### Signal wires by layer, run 1

Two of the layers only.
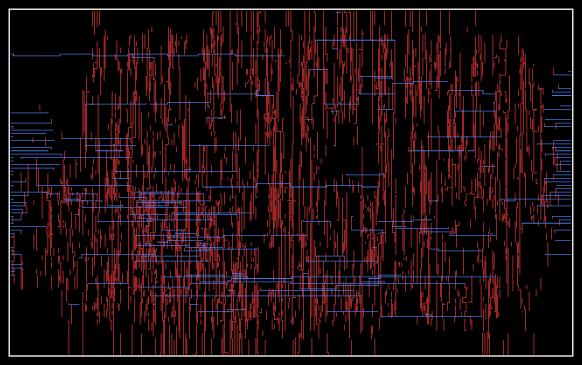
### Wire density map, run 1

22 x 14 tiles, from dark purple (low) to yellow (high), scaled to the fullest tile. Values are wire area over tile area, all layers added.
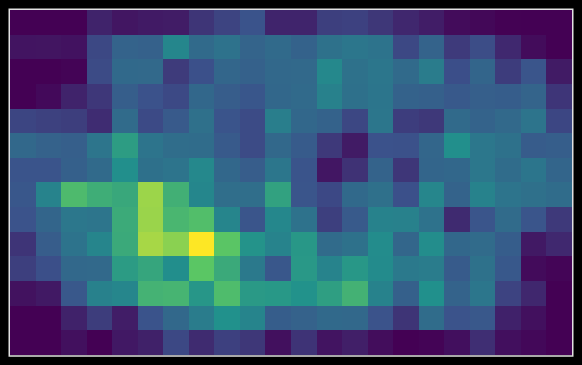
### Register map, names as in the netlist, run 1

Scale bar: 50 um. Other sequential cells in the stronger grey, the rest of the logic in the fainter grey.
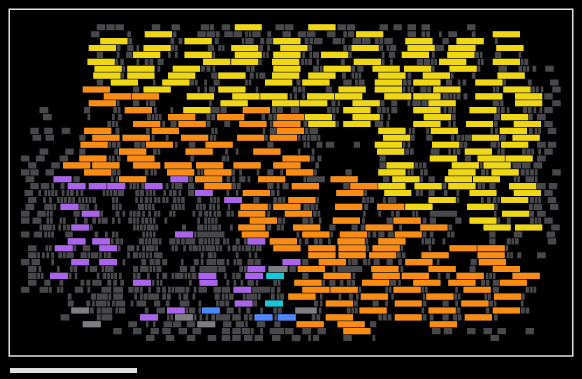
## config.mk

```make
export PLATFORM = sky130hd
export DESIGN_NAME = ifetch_ctrl
export DESIGN_NICKNAME = d
export VERILOG_FILES = /design/src/rtl/ifetch_ctrl.sv
export SDC_FILE = /design/constraint.sdc
export NUM_CORES = 1
export LEC_CHECK = 0
export ABC_AREA = 1
export CAP_MARGIN = 20
export CORE_ASPECT_RATIO = 0.6
export CORE_MARGIN = 4
export CORE_UTILIZATION = 45
export CTS_BUF_LIST = sky130_fd_sc_hd__clkbuf_4
export CTS_CLUSTER_DIAMETER = 40
export DETAILED_ROUTE_END_ITERATION = 7
export PLACE_DENSITY = 0.68
export SLEW_MARGIN = 20
export SYNTH_ARGS = -nofsm -noshare
export SYNTH_HDL_FRONTEND = slang
export SYNTH_SLANG_ARGS = --single-unit
```

## constraint.sdc

```tcl
create_clock -name clk -period 9.1 [get_ports clk]
set_input_delay 2.73 -clock clk [delete_from_list [all_inputs] [get_ports clk]]
set_output_delay 2.73 -clock clk [all_outputs]
set_load 0.01 [all_outputs]
```

## src/rtl/ifetch_ctrl.sv

```systemverilog
// Instruction fetch controller: owns the PC, drives a combinational-read
// instruction memory and buffers returned words in a small prefetch FIFO.
module ifetch_ctrl #(
  parameter logic [31:0] RESET_PC   = 32'h0000_0000,
  parameter int          FIFO_DEPTH = 4,
  parameter int          CNT_W      = 3
) (
  input  logic             clk,
  input  logic             rst,
  input  logic             fetch_en,
  input  logic             redirect_valid,
  input  logic [31:0]      redirect_pc,
  output logic [31:0]      imem_addr,
  input  logic [31:0]      imem_data,
  output logic             instr_valid,
  input  logic             instr_ready,
  output logic [31:0]      instr_out,
  output logic [31:0]      instr_pc,
  output logic [CNT_W-1:0] fifo_count
);

  localparam int PTR_W = (FIFO_DEPTH > 1) ? $clog2(FIFO_DEPTH) : 1;
  localparam logic [31:0] RESET_PC_ALIGNED = {RESET_PC[31:2], 2'b00};

  typedef enum logic [1:0] {
    IDLE  = 2'd0,
    FETCH = 2'd1,
    FLUSH = 2'd2
  } state_t;

  state_t           state;
  state_t           state_next;
  logic [31:0]      pc;
  logic [31:0]      data_mem [FIFO_DEPTH];
  logic [31:0]      pc_mem   [FIFO_DEPTH];
  logic [PTR_W-1:0] rd_ptr;
  logic [PTR_W-1:0] wr_ptr;
  logic [CNT_W-1:0] count;
  logic             not_full;
  logic             push;
  logic             pop;

  assign imem_addr   = pc;
  assign fifo_count  = count;
  assign instr_valid = (count != '0);
  assign instr_out   = instr_valid ? data_mem[rd_ptr] : 32'h0;
  assign instr_pc    = instr_valid ? pc_mem[rd_ptr]   : 32'h0;
  assign not_full    = (count < CNT_W'(FIFO_DEPTH));
  assign pop         = instr_valid && instr_ready;

  // A redirect suppresses the push; a pop frees a slot even when full.
  always_comb begin
    push       = 1'b0;
    state_next = state;
    if (redirect_valid) begin
      state_next = FLUSH;
    end else begin
      state_next = fetch_en ? FETCH : IDLE;
      if (state == FETCH && fetch_en && (not_full || pop)) begin
        push = 1'b1;
      end
    end
  end

  always_ff @(posedge clk) begin
    if (rst) begin
      state  <= IDLE;
      pc     <= RESET_PC_ALIGNED;
      rd_ptr <= '0;
      wr_ptr <= '0;
      count  <= '0;
    end else begin
      state <= state_next;
      if (redirect_valid) begin
        pc     <= {redirect_pc[31:2], 2'b00};
        rd_ptr <= '0;
        wr_ptr <= '0;
        count  <= '0;
      end else begin
        if (push) begin
          pc     <= pc + 32'd4;
          wr_ptr <= wr_ptr + PTR_W'(1);
        end
        if (pop) begin
          rd_ptr <= rd_ptr + PTR_W'(1);
        end
        if (push && !pop) begin
          count <= count + CNT_W'(1);
        end else if (pop && !push) begin
          count <= count - CNT_W'(1);
        end
      end
    end
  end

  // Storage needs no reset; occupancy is tracked by count alone.
  always_ff @(posedge clk) begin
    if (push && !rst) begin
      data_mem[wr_ptr] <= imem_data;
      pc_mem[wr_ptr]   <= pc;
    end
  end

endmodule

```

==> flow_results.org, run 1 <==
#+TITLE: Synthesis and PnR summary

** Outcome
- The run finished with clean final reports.

** Final layout
- Of the cells placed in the final design, the portion with a size suffix greater than 1 is 0.114.
- Fill cell instance count of the final layout :: 2,325
- Flip-flops :: 289
- The fraction of final cell area spent on clock buffers and inverters in this run is 0.0592.
- Non-clock buffers :: 175
- After routing the design area is 15,200 um2.
- The finished layout holds roughly 1,800 standard cells, fillers aside.
- Leaving out buffers and inverters, the combinational logic in the layout accounts for 3570 um2.
- Multi-input logic portion of the cell area :: 0.235
- Counting the clock-network buffers in the layout gives 100.
- Per the run report, area growth between synthesis and finish was 23.4%.
- Largest cell class :: registers

** Placement
- Input and output buffers added on the ports amount to around 160.
- Cell area after placement :: 14,200 um2
- Estimated wirelength of the detail-placed design :: 18,800 um
- Routability Congestion :: 0.872

** Job
- Tally of max-capacitance violations :: 0

** Die
- Floorplan core area :: between 20,000 and 30,000 um2
- Count of standard-cell rows :: roughly 46
- Chip height :: 136 um
- Horizontal die dimension :: ~220 um
- At the floorplan stage, the core utilization is reported as 0.461.

** Min path
- Hold/Removal Path Class :: reg -> reg
- Worst hold start :: rd_ptr[1]$_SDFFE_PP0P_

** Setup path
- Required time at the endpoint of the critical path :: 6.37 ns
- The setup check on the worst reg-to-reg path leaves a slack of around 6 ns.
- STA classifies the critical path endpoint as an output port.
- Kind of critical path :: reg -> out
- Arrival time of data at the critical path endpoint :: 3.85 ns
- In this run the worst path has a maximum fanout of 78.
- For the worst reg-to-reg path, the startpoint reported by OpenROAD is state[1]$_SDFF_PP0_.

** Clock network
- The tree is rooted in a sky130_fd_sc_hd__clkbuf_4.
- The later pin in the worst-skew pair is clocked with a latency of 0.68 ns.
- Total of hold buffers inserted after clock tree synthesis :: 0
- Clock H-tree levels :: 3
- On the reported timing paths, the clock transition at the registers reads 0.07 ns.
- Number of buffers inserted during clock tree synthesis :: 69
- CTS-repair resized insts :: 0

** Logic synthesis
- Yosys stat chip area :: 12,300 um2
- The share of the Yosys chip area taken by registers is 0.673.
- A synthesized cell averages approximately 10 um2.
- The synthesized design contains 248 enable-type register cells.
- Post-synthesis sequential element count :: 289
- After synthesis, the share of flip-flops with an asynchronous set or reset is 0.
- Distinct cell type count of the synthesized netlist :: 37
- Leading register cell type out of synthesis :: sky130_fd_sc_hd__edfxtp_1
- Yosys stat cell total :: 1,174

** Power
- The worst-case IR drop observed on VDD is 0.0744 mV.
- Power spread over the standard cell area amounts to about 180 nW/um2.
- The completed layout was analyzed and its total power is approximately 2.7 mW.

** Global route
- The number of global-route vias before repair came to 8,629.
- Maximum number of pins on one net before global-route repair :: 79
- Remaining Overflow, GRT :: 0

** Detailed routing
- The script logs the ratio of routed vias to standard cells as 5.07.
- In the routed design, unresolved DRC markers number 0.
- The count of nets left with antenna violations once routing finished came out at 0.

** Timing
- The slew check shows that the tightest pin keeps a relative margin of 0.341.
- Hold timing on the final database bottoms out at a slack of 0.461 ns.
- Worst Clk Skew :: between 0.02 and 0.03 ns
- Derived from the worst setup path, the maximum achievable clock frequency is 0.152 GHz.
- Unrepaired setup endpoints after global routing :: no
- The final timing report lists a max-slew violation count of 0.
- Final Hold Vio Count :: 0
-- 'Signal wires by layer' (at the start) --
Key: M2 = red [wire length 13,400 um]; M3 = blue [wire length 2,610 um]
overall routing resource usage: 0.206
routed vias: 9,012
average wire length per cell after detail routing: 17.7 um
final WL: 31,400 um

-- 'Wire density map' (at the start) --
The fullest tile reaches 0.57. The mean over all tiles is 0.17. The emptiest ninth of the die: upper left.

-- 'Register map, names as in the netlist' (at the start) --
Key: `imem_addr` = purple [placed flops 30]; `data_mem` = yellow [placed flops 128]; `fifo_count` = blue [placed flops 3]; `pc_mem` = orange [placed flops 120]; `rd_ptr` = cyan [placed flops 2]
Another 6 sequential cells are not coloured.
Util after Layout: 0.569
flip-flop and latch area: 8270 um2
fraction of standard cell area that is sequential: 0.546
power dissipated in sequential cells: 1.48 mW

-- run 1: flip-flops by register name, indices dropped and copies added, names as in the netlist, named ones only --
| register | count |
|---|---|
| data_mem | 128 |
| pc_mem | 120 |
| state | 2 |
| fifo_count | 3 |
| imem_addr | 30 |
| wr_ptr | 2 |
| rd_ptr | 2 |
-- run 1: power breakdown --
part,switching (mW),leakage (nW),total [mW],internal [mW]
Sequential,0.0292,2.60,1.48,1.45
Clock,0.502,0.531,1.07,0.565
Combinational,0.0682,2.23,0.137,0.0690
-- run 1: cells by family after synthesis --
family,count (synthesis),share of synthesized area
other,1,0.000305
XOR/XNOR,11,0.00784
adder cells (fa/ha/maj),7,0.00774
AND-OR/OR-AND,237,0.0993
buffers and inverters,116,0.0403
AND/OR/NAND/NOR,513,0.172
flip-flops,289,0.673
-- run 1: layer usage --
metal | routed length (um) | track usage | vias up
met5 | 0 | 0 | -
met3 | 2610 | 0.0542 | 48
met4 | 572 | 0.0675 | 0
li1 | - | - | 4420
met1 | 14800 | 0.297 | 4221
met2 | 13400 | 0.306 | 323
-- run 1: cell usage in the layout (no fill, tap or decap), drive strengths merged, types with 2 or more instances in the layout --
master	instances
clkbuf	100
a21oi	87
buf	13
nand2	168
a31oi	7
clkinv	17
bufinv	2
conb	4
o21bai	3
clkdlybuf4s50	162
nand3b	3
xor2	6
nor2	308
nand3	29
inv	60
xnor2	5
ha	6
edfxtp	248
o21ai	139
dfxtp	41
nand4	2
-- run 1: cell usage after synthesis (5+ instances only) --
master	n	area (um2)
sky130_fd_sc_hd__nor2_1	290	1090
sky130_fd_sc_hd__edfxtp_1	248	7450
sky130_fd_sc_hd__nand2_1	163	612
sky130_fd_sc_hd__o21ai_0	137	686
sky130_fd_sc_hd__a21oi_1	85	425
sky130_fd_sc_hd__inv_1	52	195
sky130_fd_sc_hd__dfxtp_1	41	821
sky130_fd_sc_hd__clkbuf_1	31	116
sky130_fd_sc_hd__nand3_1	27	135
sky130_fd_sc_hd__buf_2	17	85.1
sky130_fd_sc_hd__nor2_2	12	75.1
sky130_fd_sc_hd__a31oi_1	7	43.8
sky130_fd_sc_hd__ha_1	6	75.1
sky130_fd_sc_hd__inv_2	6	22.5
sky130_fd_sc_hd__xor2_1	6	52.6
sky130_fd_sc_hd__buf_4	5	37.5
sky130_fd_sc_hd__nor2_4	5	56.3
sky130_fd_sc_hd__xnor2_1	5	43.8
-- run 1: worst max-delay path, cell delays in order, from the launching register on --
cell	delay (ns)
sky130_fd_sc_hd__dfxtp_4	0.55
sky130_fd_sc_hd__inv_2	0.64
sky130_fd_sc_hd__buf_4	0.71
sky130_fd_sc_hd__o21ai_0	0.23
sky130_fd_sc_hd__a21oi_1	0.36
sky130_fd_sc_hd__clkdlybuf4s50_1	0.61
-- run 1: worst max path at each step --
stage,depth (start not counted),slack [ns],endpoint,startpoint
final,5,2.52,instr_pc[13],flop
after global routing,5,2.25,instr_pc[13],flop
after CTS,5,2.46,instr_pc[13],flop
after detailed placement,7,2.45,pc_mem[1][30]$_DFFE_PP_,redirect_valid
after global placement,7,2.43,data_mem[1][15]$_DFFE_PP_,redirect_valid
after floorplan,6,2.58,data_mem[0][0]$_DFFE_PP_,fetch_en
### Placement density heat map, run 1

Scale bar: 50 um. 22 x 14 tiles, from dark purple (low) to yellow (high), 0 to 100% covered.
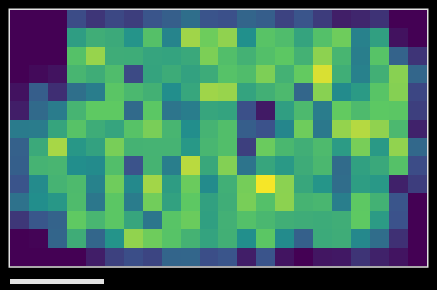

==> run 1 -> run 2 <==
--- a/config.mk
+++ b/config.mk
@@ -13,7 +13,7 @@
 export CTS_BUF_LIST = sky130_fd_sc_hd__clkbuf_4
 export CTS_CLUSTER_DIAMETER = 40
 export DETAILED_ROUTE_END_ITERATION = 7
-export PLACE_DENSITY = 0.68
+export PLACE_DENSITY = 0.7
 export SLEW_MARGIN = 20
 export SYNTH_ARGS = -nofsm -noshare
 export SYNTH_HDL_FRONTEND = slang
==> constraint.sdc (replaced) <==
create_clock -name clk -period 5.96 [get_ports clk]
set_input_delay 1.788 -clock clk [delete_from_list [all_inputs] [get_ports clk]]
set_output_delay 1.788 -clock clk [all_outputs]
set_load 0.01 [all_outputs]
### Placement density heat map, run 2

Scale bar: 50 um. 22 x 14 tiles, from dark purple (low) to yellow (high), 0 to 100% covered.
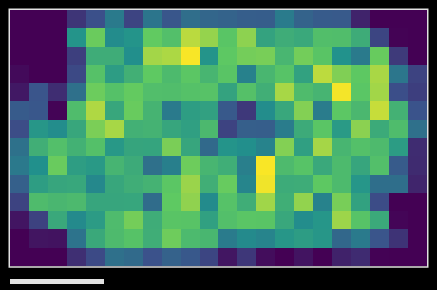
The mean over all tiles is 49%. The fullest tile reaches 99%. 14% of the tiles are over 75% full. The densest ninth of the die: top centre. 10% of the tiles are nearly empty.

### Wire density map, run 2

22 x 14 tiles, from dark purple (low) to yellow (high), scaled to the fullest tile. Values are wire area over tile area, all layers added.
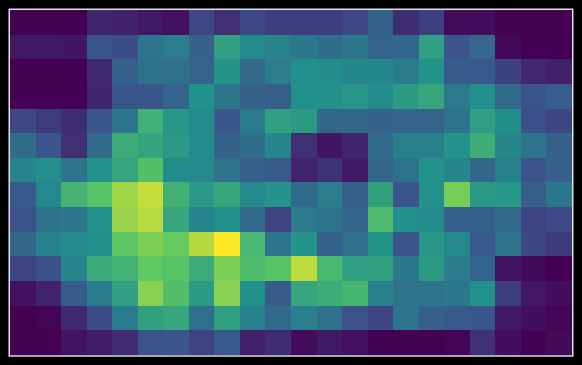
The emptiest ninth of the die: upper left. 24% of the tiles are over half the peak. The fullest tile reaches 0.48.

==> flow_results.org, run 2 <==
#+TITLE: Synthesis and PnR summary

** Outcome
- Run status :: finished, final reports clean (unchanged)

** Final layout
- The share of cells above drive strength 1 came to 0.118 (was 0.114).
- Nets :: 1,441 (unchanged)
- Most frequent cells in the layout: sky130_fd_sc_hd__nor2_1 (286), sky130_fd_sc_hd__edfxtp_1 (248), sky130_fd_sc_hd__nand2_1 (163) (unchanged).
- Most frequent logic cell in the layout :: sky130_fd_sc_hd__nor2_1 (unchanged)
- The post-synthesis to final-layout area growth came to 23.5% (was 23.4%).
- The register containing the most flip-flops in the final layout was data_mem (unchanged).
- The flip-flop count of the largest register after layout came to 128 (unchanged).

** Global route
- Maximum number of pins on one net before global-route repair :: 69 (was 79)
- The number of global-route vias before repair was 8,634 (was 8,629).
- The total congestion overflow was 0 (unchanged).
- Overall routing resource usage :: 0.205 (was 0.206)
- Number of antenna violations at the first check in global routing :: 2 (was 1)

** Setup path
- The critical path endpoint category is an output port (unchanged).
- The reg2reg setup slack came to 3.21 ns (was 6.08 ns).
- The endpoint required time on the critical path is 4.17 ns (was 6.37 ns).
- Crit-path max FO :: 58 (was 78)
- The data arrival time at the worst-slack endpoint was 3.50 ns (was 3.85 ns).
- Kind of critical path :: reg -> out (unchanged)

** Detailed routing
- Number of DRC violations after detailed routing :: 0 (unchanged)
- The count of nets left with antenna violations after detail routing is 0 (unchanged).
- The total iterations of the first detailed-routing run is 5 (unchanged).
- Vias per Instance :: 5.12 (was 5.07)
- Final WL :: 31,400 um (about the same)
- Routed vias :: 9,100 (was 9,012)
- Average wire length per cell after detail routing :: 17.6 um (was 17.7 um)

** Logic synthesis
- The register share after synthesis was 0.673 (unchanged).
- The number of distinct library cell variants in the gate-level netlist after synthesis came to 37 (unchanged).
- Leading register cell type out of synthesis :: sky130_fd_sc_hd__edfxtp_1 (unchanged)
- Top cells by instance count after synthesis :: sky130_fd_sc_hd__nor2_1 (290), sky130_fd_sc_hd__edfxtp_1 (248), sky130_fd_sc_hd__nand2_1 (163) (unchanged)
- Yosys stat cell total :: 1,174 (unchanged)
- Synth area leaders: sky130_fd_sc_hd__edfxtp_1 (61%), sky130_fd_sc_hd__nor2_1 (8.9%), sky130_fd_sc_hd__dfxtp_1 (6.7%), sky130_fd_sc_hd__o21ai_0 (5.6%), sky130_fd_sc_hd__nand2_1 (5.0%) (unchanged).
- Yosys stat chip area :: 12,300 um2 (unchanged)
- The number of flops mapped to enable cells by yosys came to 248 (unchanged).
- Post-synthesis sequential element count :: 289 (unchanged)
- Portion of synthesized cell area occupied by the leading cell type :: 0.606 (unchanged)
- Ys async rst share :: 0 (unchanged)
- Synthesized instance count :: 1,174 (unchanged)
- The leading area contributor after synthesis was sky130_fd_sc_hd__edfxtp_1 (unchanged).
- The most instantiated library cell after synthesis was sky130_fd_sc_hd__nor2_1 (unchanged).
- Average cell area after synthesis :: 10.5 um2 (unchanged)

** Placement
- Routability Congestion :: 0.881 (was 0.872)
- The post-DP HPWL is 18,500 um (was 18,800 um).
- The count of port buffers added during placement came to 162 (unchanged).

** Power
- Pwr dens :: 270 nW/um2 (was 177 nW/um2)
- Sequential cell fraction of total power :: 0.550 (was 0.551)
- The internal cell power was 3.19 mW (was 2.08 mW).
- LEAKAGE :: 5.36 nW (was 5.35 nW)
- The net switching power of the design came to 909 uW (was 600 uW).
- The relative contribution of combinational cells to total power is 0.051 (about the same).
- The net switching share of the total power is 0.222 (was 0.224).
- Peak supply drop :: 0.0974 mV (was 0.0744 mV)
- Part of the power in the clock network :: 0.399 (was 0.398)

** Clock network
- The clock slew at the register clock pins of the worst setup and hold paths came to 0.07 ns (about the same).
- Clock tree from TritonCTS :: done (unchanged)
- The number of instances resized during post-cts repair came to 0 (unchanged).
- Largest buffer count on any clock path :: 3 (unchanged)
- The clock tree root driver cell was sky130_fd_sc_hd__clkbuf_4 (unchanged).
- The hold buffer count at cts came to 0 (unchanged).
- The number of buffers created by CTS was 70 (was 69).
- The number of H-tree branching levels came to 3 (unchanged).
- Later-pin clock latency in the skew report :: 0.66 ns (was 0.68 ns)
- The buffer count from post-CTS setup fixing was 0 (unchanged).

** Timing
- Max Slew Vio Count :: 0 (unchanged)
- The worst hold margin is 0.493 ns (was 0.461 ns).
- Final Hold Vio Count :: 0 (unchanged)
- Unrepaired setup endpoints after global routing: no (unchanged).
- Fmax :: about 0.19 GHz
- Slew HR :: 0.430 (was 0.341)
- Dividing the final minimum period by the clock period gives 0.887.
- The worst-case clock skew is 0.0253 ns (was 0.0278 ns).
- The clock period could shrink to 5.29 ns.

** Die
- Count of standard-cell rows :: 46 (unchanged)
- Horizontal die dimension :: 221 um (unchanged)
- The starting density of the core is 0.461 (unchanged).
- Chip height :: 136 um (unchanged)
- Floorplan core area :: 26,600 um2 (unchanged)

** Job
- The max-cap check violation count came to 0 (unchanged).

** Min path
- Hold/Removal Path Class :: reg -> reg (unchanged)
run 2: kinds of logic (layout without fill, tap and decap cells):
logic type / count (synthesis) / after routing / synth area share
AOI/OAI and AO/OA: 237 / 237 / 0.0993
xor gates and xnor gates: 11 / 11 / 0.00784
adders and majority gates: 7 / 7 / 0.00774
buffers and inverters: 116 / 356 / 0.0403
DFF: 289 / 289 / 0.673
other: 1 / 6 / 0.000305
and+or+nand+nor: 513 / 513 / 0.172
run 2: path summary, 6_finish.rpt:
path                                   start                          to  cells after the start
setup / recovery                        flop               instr_out[27]                      5
hold / removal        rd_ptr[0]$_SDFFE_PP0P_                        flop                      1
setup reg to reg  fifo_count[0]$_SDFFE_PP0P_  fifo_count[2]$_SDFFE_PP0P_                     11
hold reg to reg       rd_ptr[0]$_SDFFE_PP0P_                        flop                      1
run 2: final cells by class:
class / instances / area (um2)
diodes: 2 / 5.00
clock buffers: 109 / 818
clock inverters: 15 / 86.3
fillers: 2291 / 11500
inverters: 58 / 220
multi-input cells: 772 / 3570
flip-flops and latches: 289 / 8270
well taps: 360 / 450
repair buffers: 174 / 1760
run 2: power groups by stage:
stage | registers [mW] | clock network, mW | logic [mW]
3_3_place_gp | 2.30 | 0 | 0.206
5_1_grt | 2.26 | 1.79 | 0.227
6_report | 2.25 | 1.63 | 0.208
2_1_floorplan | 2.28 | 0 | 0.0799
3_5_place_dp | 2.30 | 0 | 0.208
4_1_cts | 2.25 | 1.68 | 0.209
run 2: through the flow:
step / power [mW] / setup WS [ns] / cell area [um2] / utilization / instances
CTS: 4.14 / 0.596 / 15200 / 0.570 / 1777
global route: 4.27 / 0.379 / 15200 / 0.570 / 1778
floorplan: 2.36 / 0.385 / 12300 / - / 1177
finish: 4.10 / 0.674 / 15200 / 0.570 / 1779
global placement: 2.50 / 1.27 / 14300 / 0.536 / 1653
detailed placement: 2.51 / 1.22 / 14300 / 0.536 / 1653
run 2: worst max-delay path, cell delays in order, from the launching register on:
cell	delay [ns]
sky130_fd_sc_hd__dfxtp_4	0.54
sky130_fd_sc_hd__inv_2	0.65
sky130_fd_sc_hd__buf_4	0.52
sky130_fd_sc_hd__o21ai_0	0.18
sky130_fd_sc_hd__a21oi_1	0.30
sky130_fd_sc_hd__clkdlybuf4s50_1	0.60
run 2: metal layers:
metal | wire, um | global-route usage | vias to the layer above
met2 | 13400 | 0.297 | 386
li1 | - | - | 4409
met3 | 2690 | 0.0576 | 42
met4 | 460 | 0.0589 | 0
met5 | 0 | 0 | -
met1 | 14800 | 0.305 | 4263
No activity file was given, so power comes from the tool's default toggle rates.
